--- src/rtl/prim_arbiter_wrr_pkt.sv ---
// Weighted round-robin packet arbiter: N requesters share one valid/ready sink.
// A winner keeps the sink until its last beat; each port gets up to weight packets per turn.
// Ports:
//   clk_i, rst_i       clock, synchronous active-high reset
//   req_i, last_i      per-port beat valid and last-beat flag
//   data_i, weight_i   per-port beat data and packets-per-turn (0 acts as 1)
//   gnt_o, idx_o       one-hot accept strobe and index of the current winner
//   valid_o, data_o    beat to the sink, with last_o
//   ready_i            sink ready
//   busy_o             arbiter locked to an owner mid-packet
module prim_arbiter_wrr_pkt #(
   parameter int N       = 4,
   parameter int DW      = 32,
   parameter int WeightW = 4,
   parameter int IdxW    = $clog2(N)
) (
   input  logic               clk_i,
   input  logic               rst_i,
   input  logic [N-1:0]       req_i,
   input  logic [N-1:0]       last_i,
   input  logic [DW-1:0]      data_i [N],
   input  logic [WeightW-1:0] weight_i [N],
   output logic [N-1:0]       gnt_o,
   output logic [IdxW-1:0]    idx_o,
   output logic               valid_o,
   output logic [DW-1:0]      data_o,
   output logic               last_o,
   input  logic               ready_i,
   output logic               busy_o
);

   typedef enum logic {IDLE, LOCK} state_t;

   state_t             state, state_nxt;
   logic [IdxW-1:0]    ptr, ptr_nxt;
   logic [IdxW-1:0]    owner, owner_nxt;
   logic [WeightW-1:0] pkt_cnt, cnt_nxt;

   logic [IdxW-1:0]    scan_w;
   logic               scan_hit;
   logic [IdxW:0]      sum;
   logic [IdxW-1:0]    sel;
   logic               valid;
   logic               accept;
   logic               done;
   logic [WeightW-1:0] effw;
   logic [WeightW:0]   cnt_inc;
   logic [IdxW-1:0]    sel_inc;
   logic [N-1:0]       owner_mask;

   // Rotating priority scan starting at ptr, wrapping past N-1.
   always_comb begin
      scan_w   = ptr;
      scan_hit = 1'b0;
      sum      = '0;
      for (int k = 0; k < N; k++) begin
         sum = {1'b0, ptr} + (IdxW+1)'(k);
         if (sum >= (IdxW+1)'(N)) sum = sum - (IdxW+1)'(N);
         if (!scan_hit && req_i[sum[IdxW-1:0]]) begin
            scan_hit = 1'b1;
            scan_w   = sum[IdxW-1:0];
         end
      end
   end

   assign sel     = (state == LOCK) ? owner : scan_w;
   assign valid   = (state == LOCK) ? req_i[owner] : |req_i;
   assign accept  = valid & ready_i;
   assign done    = accept & last_i[sel];

   assign idx_o   = sel;
   assign valid_o = valid;
   assign data_o  = valid ? data_i[sel] : '0;
   assign last_o  = valid & last_i[sel];
   assign busy_o  = (state == LOCK);

   always_comb begin
      gnt_o      = '0;
      owner_mask = '0;
      if (accept) gnt_o[sel] = 1'b1;
      owner_mask[owner] = 1'b1;
   end

   // Packet-completion bookkeeping; weight is only looked at here.
   assign effw    = (weight_i[sel] == '0) ? WeightW'(1) : weight_i[sel];
   assign cnt_inc = (sel == ptr) ? {1'b0, pkt_cnt} + 1'b1
                                 : (WeightW+1)'(1);
   assign sel_inc = (sel == IdxW'(N-1)) ? '0 : sel + 1'b1;

   always_comb begin
      state_nxt = state;
      owner_nxt = owner;
      ptr_nxt   = ptr;
      cnt_nxt   = pkt_cnt;
      unique case (state)
         IDLE: begin
            if (valid && !done) begin
               state_nxt = LOCK;
               owner_nxt = sel;
            end
         end
         LOCK: begin
            if (done) state_nxt = IDLE;
         end
         default: state_nxt = IDLE;
      endcase
      if (done) begin
         if (cnt_inc >= {1'b0, effw}) begin
            ptr_nxt = sel_inc;
            cnt_nxt = '0;
         end else begin
            ptr_nxt = sel;
            cnt_nxt = cnt_inc[WeightW-1:0];
         end
      end
   end

   always_ff @(posedge clk_i) begin
      if (rst_i) begin
         state   <= IDLE;
         ptr     <= '0;
         pkt_cnt <= '0;
         owner   <= '0;
      end else begin
         state   <= state_nxt;
         ptr     <= ptr_nxt;
         pkt_cnt <= cnt_nxt;
         owner   <= owner_nxt;
      end
   end

   a_gnt_onehot: assert property (
      @(posedge clk_i) disable iff (rst_i) $onehot0(gnt_o));

   a_stall_stable: assert property (
      @(posedge clk_i) disable iff (rst_i)
      (valid_o && !ready_i) |=> ($stable(idx_o) && $stable(data_o)));

   a_lock_owner: assert property (
      @(posedge clk_i) disable iff (rst_i)
      (state == LOCK) |-> ((gnt_o & ~owner_mask) == '0));

endmodule
--- config.mk ---
export PLATFORM = sky130hd
export DESIGN_NAME = prim_arbiter_wrr_pkt
export DESIGN_NICKNAME = d
export VERILOG_FILES = /design/src/rtl/prim_arbiter_wrr_pkt.sv
export SDC_FILE = /design/constraint.sdc
export NUM_CORES = 1
export LEC_CHECK = 0
export ABC_AREA = 1
export CORE_AREA = 3 3 85 95
export CTS_BUF_LIST = sky130_fd_sc_hd__clkbuf_8
export CTS_CLUSTER_SIZE = 10
export DETAILED_ROUTE_END_ITERATION = 16
export DIE_AREA = 0 0 88 98
export HOLD_SLACK_MARGIN = 0.08
export PLACE_DENSITY = 0.82
export SETUP_SLACK_MARGIN = 0.02
export SLEW_MARGIN = 5
export SYNTH_ARGS = -nofsm -noshare
export SYNTH_HDL_FRONTEND = slang
export SYNTH_SLANG_ARGS = --single-unit
--- constraint.sdc ---
create_clock -name clk_i -period 3.4 [get_ports clk_i]
set_input_delay 0.51 -clock clk_i [delete_from_list [all_inputs] [get_ports clk_i]]
set_output_delay 0.51 -clock clk_i [all_outputs]
set_load 0.01 [all_outputs]
Fig. 1: metal layers overlaid
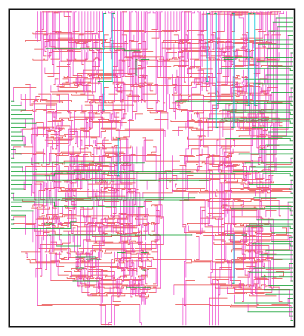
M1 -> red  # wire length 4630 µm
M3 -> green  # wire length 1330 µm
M2 -> magenta  # wire length 5760 µm
M4 -> cyan  # wire length 226 µm

Fig. 2: cells colored by class
Fill, decap, tap and diode cells in gray.
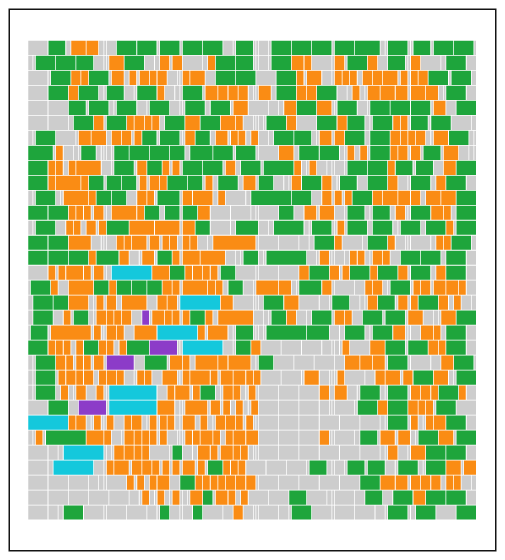
remaining logic cells -> orange  # cells 409
remaining buffers and delay cells -> green  # cells 244
clock drivers and dummy loads -> purple  # cells 4
registers -> cyan  # cells 9

Fig. 3: clock wires, drivers and flops
Bar = 20 µm.
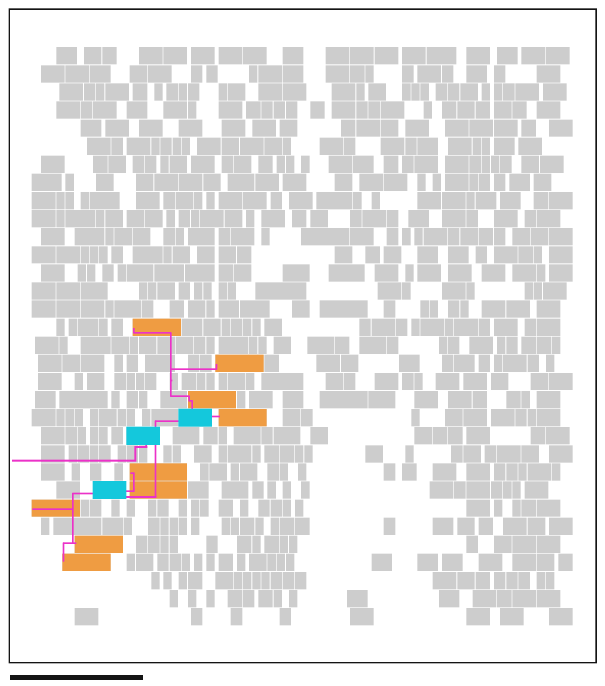
flip-flops -> orange  # count 9
clock-net drivers -> cyan  # count 3
clock wires -> magenta  # length 116 µm
routed clock nets = 4

==> GITHUB_STEP_SUMMARY <==
## Implementation flow summary

| Metric | Value |
|---|---|
| CP Launch Type | `register` |
| Port-buffer cells | `195` |
| Setup Crit Path Kind | `reg -> out` |
| Synth area leader | `nand2_1` |
| Yosys chip area | `2465 µm²` |
| Area Growth Syn to Fin | `97.11%` |
| I/O Pins | `196` |
| Leakage | `2.142 nW` |
| Top Layer Used | `met4` |
| Gpl congestion | `0.9429` |
| Post-Route Skew | `0.003228 ns` |
| Async S/R FF share, synth | `0%` |
| H-tree depth | `1` |
| Most frequent cells in the layout | `clkdlybuf4s50_1, nand2_1, nor2_1, a21oi_1, buf_4` |
| Clock buffer depth | `2` |
| Syn Inst Count | `447` |
| Arrival time worst endpoint | `2.73 ns` |
| Pins over their slew limit | `0` |
| Status | `completed` |
| Nets | `831` |
| Post-route cell area | `4858 µm²` |
| Hold Violations, Final | `0` |
| Overflow after GRT | `0` |
| Synth flops | `9` |
| CTS tree | `built` |
| Final Power | `4.181 mW` |
| Ys flop type | `dfxtp_1` |
| Syn Area/Cell | `5.514 µm²` |
| Syn Std Cell Area | `2465 µm²` |
| First-pass DRT Iterations | `4` |
| WL final | `11950 µm` |
| Core Area | `7087 µm²` |
| Largest net degree at the start of global routing | `50` |
Fig. 4: cell placement
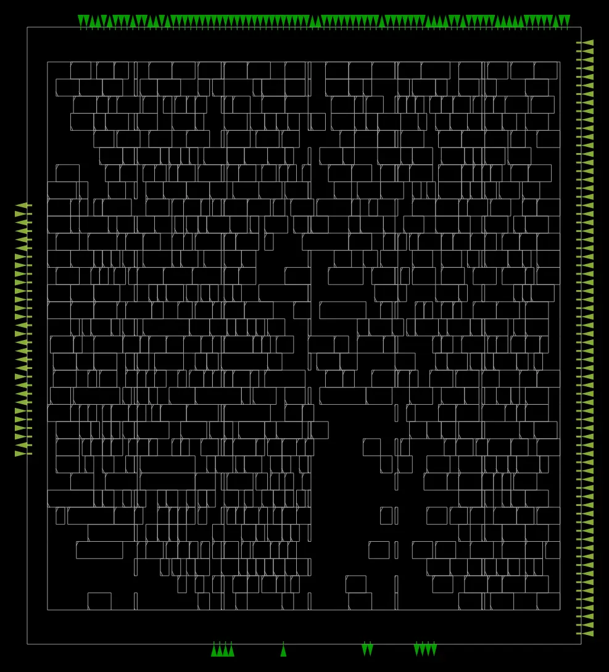
sequential cell area share: 3.863%
fill count: 584
num sequential: 9
FP Rows: 32
post-route insts no fill: 751

Fig. 5: ports around the boundary
Pins as bars across the die edge, other pins in gray.
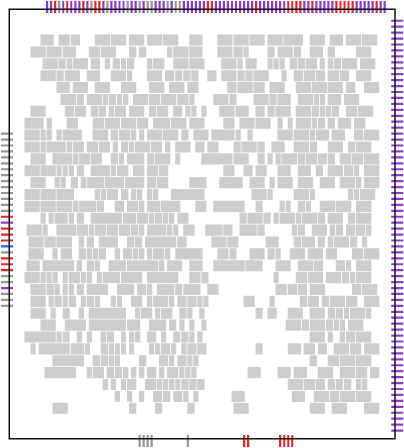
last_o -> blue  # pins 1, direction output, edge west
data_i -> purple  # pins 128, direction input, edge 70 east, 56 north, 2 west
data_o -> red  # pins 32, direction output, edge 19 north, 7 west, 6 south
all pins by edge = 85 north, 70 east, 30 west, 11 south

[flip-flops by register name, summed over array words and instances (netlist names)]
register	flops
pkt_cnt	4
busy_o	1
ptr	2
owner	2
[worst paths after layout]
check | startpoint | endpoint | slack, ns | depth (start not counted)
min | pkt_cnt[1]$_SDFFE_PP0P_ | pkt_cnt[1]$_SDFFE_PP0P_ | 0.48 | 2
max reg2reg | ptr[0]$_SDFFE_PP0P_ | ptr[1]$_SDFFE_PP0P_ | 0.23 | 26
max | ptr[0]$_SDFFE_PP0P_ | data_o[14] | 0.16 | 16
min reg2reg | pkt_cnt[1]$_SDFFE_PP0P_ | pkt_cnt[1]$_SDFFE_PP0P_ | 0.48 | 2
[power by group]
group	internal [mW]	switching, mW	total, mW
Clock	0.0784	0.0393	0.118
Combinational	1.83	2.06	3.89
Sequential	0.133	0.0385	0.171
Total	2.04	2.14	4.18
[per-layer routing]
metal,track usage (%),up-vias
li1,-,1946
met3,9.873,18
met5,0,-
met1,29.00,1718
met4,5.667,0
met2,44.32,159
[worst max-delay path: stages, from the launching register on]
cell and delay (ns):
dfxtp_4 0.37, buf_6 0.12, nand2_1 0.06, nand2_2 0.11
nand2_1 0.06, nand2_1 0.08, nand2_2 0.08, a21oi_1 0.20
nand2_1 0.11, nand3_2 0.11, nand2_4 0.09, buf_4 0.16
buf_12 0.15, or2_2 0.29, o211ai_1 0.09, a21oi_1 0.09
dlygate4sd2_1 0.31
[Yosys cell counts (5+ instances only)]
master / instances
nand3_1: 27
inv_1: 21
buf_6: 8
inv_2: 5
clkbuf_1: 5
or2_2: 21
or2_0: 12
o211ai_1: 35
ha_1: 9
nor2_1: 83
nand2_1: 93
dfxtp_1: 9
a21oi_1: 45
buf_2: 13
o21ai_1: 34
[cells by family (layout without fill, tap and decap cells)]
group | Yosys count | count (layout) | synth area share, %
and+or+nand+nor | 250 | 251 | 46.65
adders and majority gates | 9 | 9 | 4.569
buffers and inverters | 57 | 275 | 12.49
xor gates and xnor gates | 1 | 1 | 0.3554
DFF | 9 | 9 | 7.310
AOI/OAI and AO/OA | 121 | 121 | 28.63
[what timing repair did]
item	in CTS	in global routing
buffers inserted	8	3
gates cloned	1	0
pin swaps	3	16
setup endpoints to repair	44	34
resized	54	39
[metrics by stage]
stage	hold WS [ns]	TNS [ns]	worst slack, ns	utilization [%]
2_1_floorplan	0.4464	0	0.3168	-
3_3_place_gp	0.4642	-9.657	-0.3143	65.77
3_5_place_dp	0.4654	-12.84	-0.4272	65.77
4_1_cts	0.4740	0	0.08738	67.44
5_1_grt	0.5167	-0.08077	-0.04478	68.56
6_report	0.4828	0	0.1642	68.56
[cell type report]
cell class / instances / area [µm²]
clock buffer: 3 / 41.29
clock inverter: 1 / 3.754
fill: 584 / 2228
inverter: 27 / 111.4
multi-input combinational: 382 / 2046
sequential: 9 / 187.7
tap: 85 / 106.4
timing repair buffer: 244 / 2362
No activity file was given, so power comes from the tool's default toggle rates.
